### Wiring by layer

Bar = 50 um.
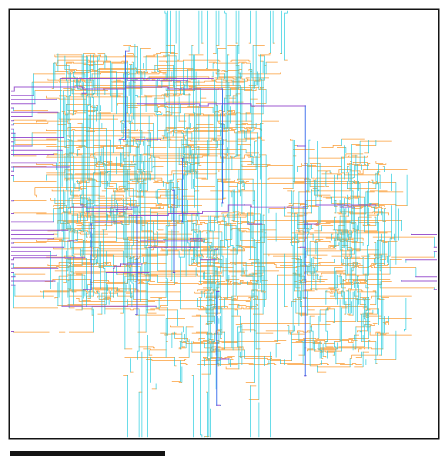
### Clock network drawn from the DEF

Bar = 50 um.
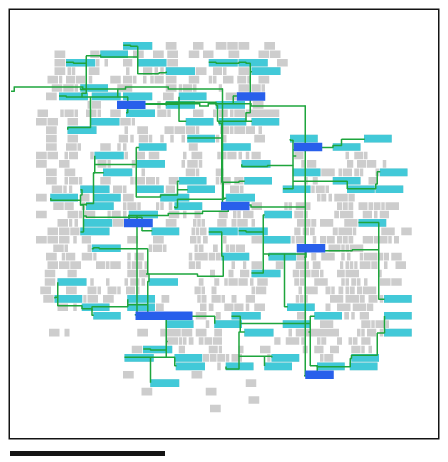
### I/O pins on the die edge

Pins as bars across the die edge, other pins in gray.
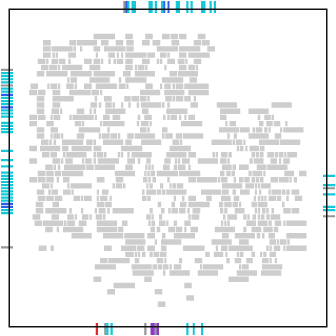
### Register map, names as in the netlist

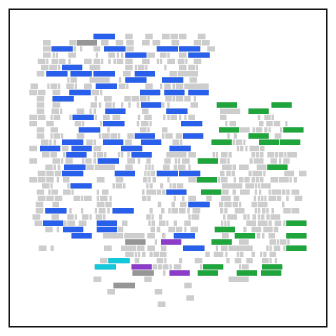
$ cat config.mk
export PLATFORM = sky130hd
export DESIGN_NAME = hex_marquee_flat
export DESIGN_NICKNAME = d
export VERILOG_FILES = /design/src/rtl/hex_marquee_pkg.sv /design/src/rtl/hex_marquee_if.sv /design/src/rtl/hex_marquee_tick.sv /design/src/rtl/hex_marquee.sv /design/src/flat_wrapper.sv
export SDC_FILE = /design/constraint.sdc
export NUM_CORES = 1
export LEC_CHECK = 0
export CAP_MARGIN = 20
export CORE_MARGIN = 8
export CORE_UTILIZATION = 35
export DETAILED_ROUTE_END_ITERATION = 8
export SYNTH_ARGS = -nofsm -noshare
export SYNTH_HDL_FRONTEND = slang
export SYNTH_SLANG_ARGS = --single-unit
$ cat constraint.sdc
create_clock -name clk -period 7.8 [get_ports clk]
set_clock_uncertainty 0.05 [all_clocks]
set_input_delay 0.78 -clock clk [delete_from_list [all_inputs] [get_ports clk]]
set_output_delay 0.78 -clock clk [all_outputs]
set_load 0.02 [all_outputs]
$ cat src/rtl/hex_marquee_pkg.sv
// hex_marquee shared definitions.
// Segment glyphs (active-low, bit6=a .. bit0=g) and scroll direction.
package hex_marquee_pkg;

    localparam int SEG_BITS = 7;

    localparam logic [SEG_BITS-1:0] SEG_H     = 7'b1001000;
    localparam logic [SEG_BITS-1:0] SEG_E     = 7'b0110000;
    localparam logic [SEG_BITS-1:0] SEG_L     = 7'b1110001;
    localparam logic [SEG_BITS-1:0] SEG_O     = 7'b0000001;
    localparam logic [SEG_BITS-1:0] SEG_BLANK = 7'b1111111;

    typedef enum logic {
        DIR_L = 1'b0,
        DIR_R = 1'b1
    } dir_t;

    function automatic logic [SEG_BITS-1:0] reset_seg(input int i);
        case (i)
            4:       reset_seg = SEG_H;
            3:       reset_seg = SEG_E;
            2:       reset_seg = SEG_L;
            1:       reset_seg = SEG_L;
            0:       reset_seg = SEG_O;
            default: reset_seg = SEG_BLANK;
        endcase
    endfunction

endpackage

$ cat src/rtl/hex_marquee_if.sv
// hex_marquee control/display bundle.
// master drives keys, mode and load port; slave drives the display.
interface hex_marquee_if #(
    parameter int NUM_DIGITS = 8,
    parameter int SEG_W      = 7
) ();

    localparam int IW = $clog2(NUM_DIGITS);

    logic                        key_dir_n;
    logic                        key_pause_n;
    logic                        bounce_en;
    logic [1:0]                  speed;
    logic                        load_en;
    logic [IW-1:0]               load_idx;
    logic [SEG_W-1:0]            load_seg;
    logic [NUM_DIGITS*SEG_W-1:0] seg_out;
    logic                        shift_o;
    logic                        dir_o;

    modport master (
        output key_dir_n, key_pause_n, bounce_en, speed,
        output load_en, load_idx, load_seg,
        input  seg_out, shift_o, dir_o
    );

    modport slave (
        input  key_dir_n, key_pause_n, bounce_en, speed,
        input  load_en, load_idx, load_seg,
        output seg_out, shift_o, dir_o
    );

endinterface

$ cat src/rtl/hex_marquee_tick.sv
// hex_tick_gen: shift prescaler, divisor max(1, TICK_DIV >> speed).
// Uses >= so a speed change that strands cnt past the end ticks at once.
module hex_tick_gen #(
    parameter int TICK_DIV = 12_500_000
) (
    input  logic       clk,
    input  logic       rst,
    input  logic [1:0] speed,
    output logic       tick
);

    localparam int CW = $clog2(TICK_DIV + 1);

    logic [CW-1:0] cnt;
    logic [CW-1:0] div;

    always_comb begin
        div = CW'(TICK_DIV >> speed);
        if (div == '0) div = CW'(1);
    end

    assign tick = (cnt >= div - CW'(1));

    always_ff @(posedge clk or posedge rst) begin
        if (rst) cnt <= '0;
        else     cnt <= tick ? '0 : cnt + CW'(1);
    end

endmodule

$ cat src/rtl/hex_marquee.sv
// hex_marquee: N-digit 7-segment scrolling ring with key sync,
// speed select, ping-pong mode and per-digit load port.
module hex_marquee
    import hex_marquee_pkg::*;
#(
    parameter int NUM_DIGITS = 8,
    parameter int SEG_W      = 7,
    parameter int TICK_DIV   = 12_500_000
) (
    input logic         clk,
    input logic         rst,
    hex_marquee_if.slave bus
);

    localparam int IW = $clog2(NUM_DIGITS);

    if (NUM_DIGITS < 5) begin : g_bad_digits
        $error("hex_marquee: NUM_DIGITS must be >= 5");
    end
    if (SEG_W != SEG_BITS) begin : g_bad_segw
        $error("hex_marquee: SEG_W must be 7");
    end

    logic [1:0] dsync;
    logic [1:0] psync;

    always_ff @(posedge clk or posedge rst) begin
        if (rst) begin
            dsync <= 2'b11;
            psync <= 2'b11;
        end else begin
            dsync <= {dsync[0], bus.key_dir_n};
            psync <= {psync[0], bus.key_pause_n};
        end
    end

    logic key_dir;
    logic pause;

    assign key_dir = ~dsync[1];
    assign pause   = ~psync[1];

    logic tick;

    hex_tick_gen #(
        .TICK_DIV(TICK_DIV)
    ) u_tick (
        .clk  (clk),
        .rst  (rst),
        .speed(bus.speed),
        .tick (tick)
    );

    logic load_ok;
    logic do_shift;
    dir_t dir_cur;

    dir_t          bdir;
    dir_t          bdir_nx;
    logic [IW-1:0] step;
    logic [IW-1:0] step_nx;

    assign load_ok  = bus.load_en && (int'(bus.load_idx) < NUM_DIGITS);
    assign do_shift = tick && !load_ok && !pause;
    assign dir_cur  = bus.bounce_en ? bdir : (key_dir ? DIR_R : DIR_L);

    always_ff @(posedge clk or posedge rst) begin
        if (rst) begin
            bdir <= DIR_L;
            step <= '0;
        end else begin
            bdir <= bdir_nx;
            step <= step_nx;
        end
    end

    // Ping-pong turns around on the shift that completes N-1 steps.
    always_comb begin
        bdir_nx = bdir;
        step_nx = step;
        if (!bus.bounce_en) begin
            bdir_nx = DIR_L;
            step_nx = '0;
        end else if (do_shift) begin
            if (step == IW'(NUM_DIGITS - 2)) begin
                step_nx = '0;
                bdir_nx = (bdir == DIR_L) ? DIR_R : DIR_L;
            end else begin
                step_nx = step + IW'(1);
            end
        end
    end

    logic [SEG_W-1:0] ring [NUM_DIGITS];

    always_ff @(posedge clk or posedge rst) begin
        if (rst) begin
            for (int i = 0; i < NUM_DIGITS; i++)
                ring[i] <= reset_seg(i);
        end else if (load_ok) begin
            ring[bus.load_idx] <= bus.load_seg;
        end else if (do_shift) begin
            for (int i = 0; i < NUM_DIGITS; i++) begin
                if (dir_cur == DIR_L)
                    ring[i] <= ring[(i + NUM_DIGITS - 1) % NUM_DIGITS];
                else
                    ring[i] <= ring[(i + 1) % NUM_DIGITS];
            end
        end
    end

    logic shift_q;

    always_ff @(posedge clk or posedge rst) begin
        if (rst) shift_q <= 1'b0;
        else     shift_q <= do_shift;
    end

    logic [NUM_DIGITS*SEG_W-1:0] seg_flat;

    always_comb begin
        seg_flat = '0;
        for (int i = 0; i < NUM_DIGITS; i++)
            seg_flat[i*SEG_W +: SEG_W] = ring[i];
    end

    assign bus.seg_out = seg_flat;
    assign bus.shift_o = shift_q;
    assign bus.dir_o   = (dir_cur == DIR_R);

endmodule

$ cat src/flat_wrapper.sv
// flat-port wrapper written by rule: the top's interface ports become plain ports
module hex_marquee_flat import hex_marquee_pkg::*;
#(
    parameter int NUM_DIGITS = 8,
    parameter int SEG_W      = 7,
    parameter int TICK_DIV   = 12_500_000
)
  (clk, rst, bus_key_dir_n, bus_key_pause_n, bus_bounce_en, bus_speed, bus_load_en, bus_load_idx, bus_load_seg, bus_seg_out, bus_shift_o, bus_dir_o);
  hex_marquee_if #(.NUM_DIGITS(NUM_DIGITS), .SEG_W(SEG_W)) bus_i ();
  input logic clk;
  input logic rst;
  input wire logic [$bits(bus_i.key_dir_n)-1:0] bus_key_dir_n;
  input wire logic [$bits(bus_i.key_pause_n)-1:0] bus_key_pause_n;
  input wire logic [$bits(bus_i.bounce_en)-1:0] bus_bounce_en;
  input wire logic [$bits(bus_i.speed)-1:0] bus_speed;
  input wire logic [$bits(bus_i.load_en)-1:0] bus_load_en;
  input wire logic [$bits(bus_i.load_idx)-1:0] bus_load_idx;
  input wire logic [$bits(bus_i.load_seg)-1:0] bus_load_seg;
  output wire logic [$bits(bus_i.seg_out)-1:0] bus_seg_out;
  output wire logic [$bits(bus_i.shift_o)-1:0] bus_shift_o;
  output wire logic [$bits(bus_i.dir_o)-1:0] bus_dir_o;
  assign bus_i.key_dir_n = bus_key_dir_n;
  assign bus_i.key_pause_n = bus_key_pause_n;
  assign bus_i.bounce_en = bus_bounce_en;
  assign bus_i.speed = bus_speed;
  assign bus_i.load_en = bus_load_en;
  assign bus_i.load_idx = bus_load_idx;
  assign bus_i.load_seg = bus_load_seg;
  assign bus_seg_out = bus_i.seg_out;
  assign bus_shift_o = bus_i.shift_o;
  assign bus_dir_o = bus_i.dir_o;
  hex_marquee #(.NUM_DIGITS(NUM_DIGITS), .SEG_W(SEG_W), .TICK_DIV(TICK_DIV)) u_core (.clk(clk), .rst(rst), .bus(bus_i));
endmodule
==> Slide: Implementation Results <==
Run Summary

Run status
  • Status: finished, final reports clean

Synth
  • Xor/xnor share: 3.529%
  • Commonest cells in the synthesized netlist: 74 x nand2_1, 60 x inv_1, 58 x mux2i_1, 51 x dfrtp_1
  • Biggest area consumer among synthesized cells: dfrtp_1
  • Cells after Synth: 556
  • Synthesized area per cell: 9.375 um2
  • Yosys Chip Area: 5212 um2
  • Cell area after synthesis: 5212 um2

Drt
  • Drt first-iter violations: 208
  • Via Count: 4299
  • Antenna-violating nets left: 0
  • DRC violation count after routing: 0
  • Initial DRT Pass Iterations: 4
  • Routed wire per std cell: 19.04 um

Timing
  • Fin. max-slew vios: 0
  • Min setup slack post-route: 3.709 ns
  • Final Cycle Share: 52.45%
  • F_max: 0.2444 GHz
  • Slew @ Worst Pin: 0.9922 ns

Final layout
  • Top cell excl fill/tap: clkdlybuf4s50_1
  • Most frequent cells in the layout: 75 x clkdlybuf4s50_1, 74 x nand2_1, 59 x inv_1, 58 x mux2i_1, 51 x dfrtp_1
  • Nets@finish: 658
  • Area Growth Syn to Fin: 23.84%

Floorplan
  • Die ar.: 19050 um2

CTS
  • CTS-repair resized insts: 0
  • CTS clk-pin slew, worst paths: 0.07 ns
  • TritonCTS Buffers: 9

Run
  • Maxcap violations: 0

Worst setup path
  • Critical path arrival: 4.30 ns
  • Crit Path Max Fanout: 29
  • Crit Path Class: in -> reg
  • Required time of the critical path: 8.00 ns
  • Worst Setup End Kind: flop

Placed design
  • Post-DP Area: 6118 um2

Power
  • Power in combinational cells: 789 uW
  • Peak supply drop: 0.1630 mV
  • P_leak: 2.794 nW
  • Power Dens Cells: 331.2 nW/um2
  • Sequential power share: 39.9%
Back to the opening pictures, 'Wiring by layer':
Orange shows M1, wire length 6920 um. Cyan shows M2, wire length 7330 um. Purple shows M3, wire length 812 um. Blue shows M4, wire length 289 um.

Back to the opening pictures, 'Clock network drawn from the DEF':
Blue shows clock-net drivers, count 9. Cyan shows flip-flops, count 89. Green shows clock wires, length 1330 um.
Position of the flops: all over the die.
Clock net power: 496 uW
clk latency late pin: 0.35 ns

Back to the opening pictures, 'I/O pins on the die edge':
Red shows `bus_key_dir_n`, pins 1, direction input, edge bottom. Blue shows `bus_load_seg`, pins 7, direction input, edge 4 left, 3 top. Cyan shows `bus_seg_out`, pins 56, direction output, edge 31 left, 15 top, 5 bottom, 5 right. Purple shows `bus_load_idx`, pins 3, direction input, edge bottom.
All pins by edge: 38 left, 19 top, 12 bottom, 7 right.
Die W: 138.0 um
port buffer count: 75
Die Y: 138.0 um

Back to the opening pictures, 'Register map, names as in the netlist':
Cyan shows `u_core.dsync`, placed flops 2. Blue shows `u_core.bus.seg_out`, placed flops 56. Green shows `u_core.u_tick.cnt`, placed flops 24. Purple shows `u_core.step`, placed flops 3.
Another 4 sequential cells are not colored.
final core utilization: 44.41%
Sequential Power: 853 uW
flop share of the area: 35.24%

==> final timing paths <==
check,endpoint,from,cells after the start
hold / removal,u_core.dsync[1],u_core.dsync[0],0
setup / recovery,u_core.bus.seg_out[11],bus_speed[0],12
min in group asynchronous,u_core.bus.seg_out[17],rst,2
max in group asynchronous,u_core.u_tick.cnt[11],rst,3
setup reg to reg,u_core.bus.seg_out[11],u_core.u_tick.cnt[22],8
hold reg to reg,u_core.dsync[1],u_core.dsync[0],0
==> layer usage <==
metal | track usage [%] | wire length, um | vias up
met3 | 4.281 | 812 | 19
met2 | 25.67 | 7325 | 113
met5 | 0 | 0 | -
li1 | - | - | 2066
met4 | 6.236 | 289 | 0
met1 | 19.68 | 6920 | 2101
==> layout make-up <==
type                    count  area [um2]
repair buffers             79       780.7
flip-flops and latches     89        2275
well taps                 184       230.2
inverters                  60       226.5
fillers                  1420        8079
multi-input cells         378        2606
clock inverters             6       97.59
clock buffers              10       239.0
==> state kept, by name, indices dropped and copies added (netlist names) <==
| signal | count |
|---|---|
| u_core.bus.shift_o | 1 |
| u_core.u_tick.cnt | 24 |
| u_core.bdir | 1 |
| u_core.dsync | 2 |
| u_core.bus.seg_out | 56 |
| u_core.step | 3 |
| u_core.psync | 2 |
==> critical path, cell delays in order <==
cell and delay (ns):
clkdlybuf4s50_1 0.61, inv_1 0.12, nor2_1 0.19, inv_1 0.08, ha_1 0.30, nand3_1 0.09
or2_0 0.24, or3_4 0.40, o211ai_2 0.18, nand2_1 0.53, buf_4 0.48, o221ai_1 0.27
==> metrics by stage <==
step           hold WS, ns  std cells  total power, mW
2_1_floorplan       0.2952        557            1.262
3_3_place_gp        0.2968        790            1.630
3_5_place_dp        0.2979        790            1.650
4_1_cts             0.3069        806            2.159
5_1_grt             0.3116        806            2.258
6_report            0.3057        806            2.138
Power and IR drop assume default switching activity.
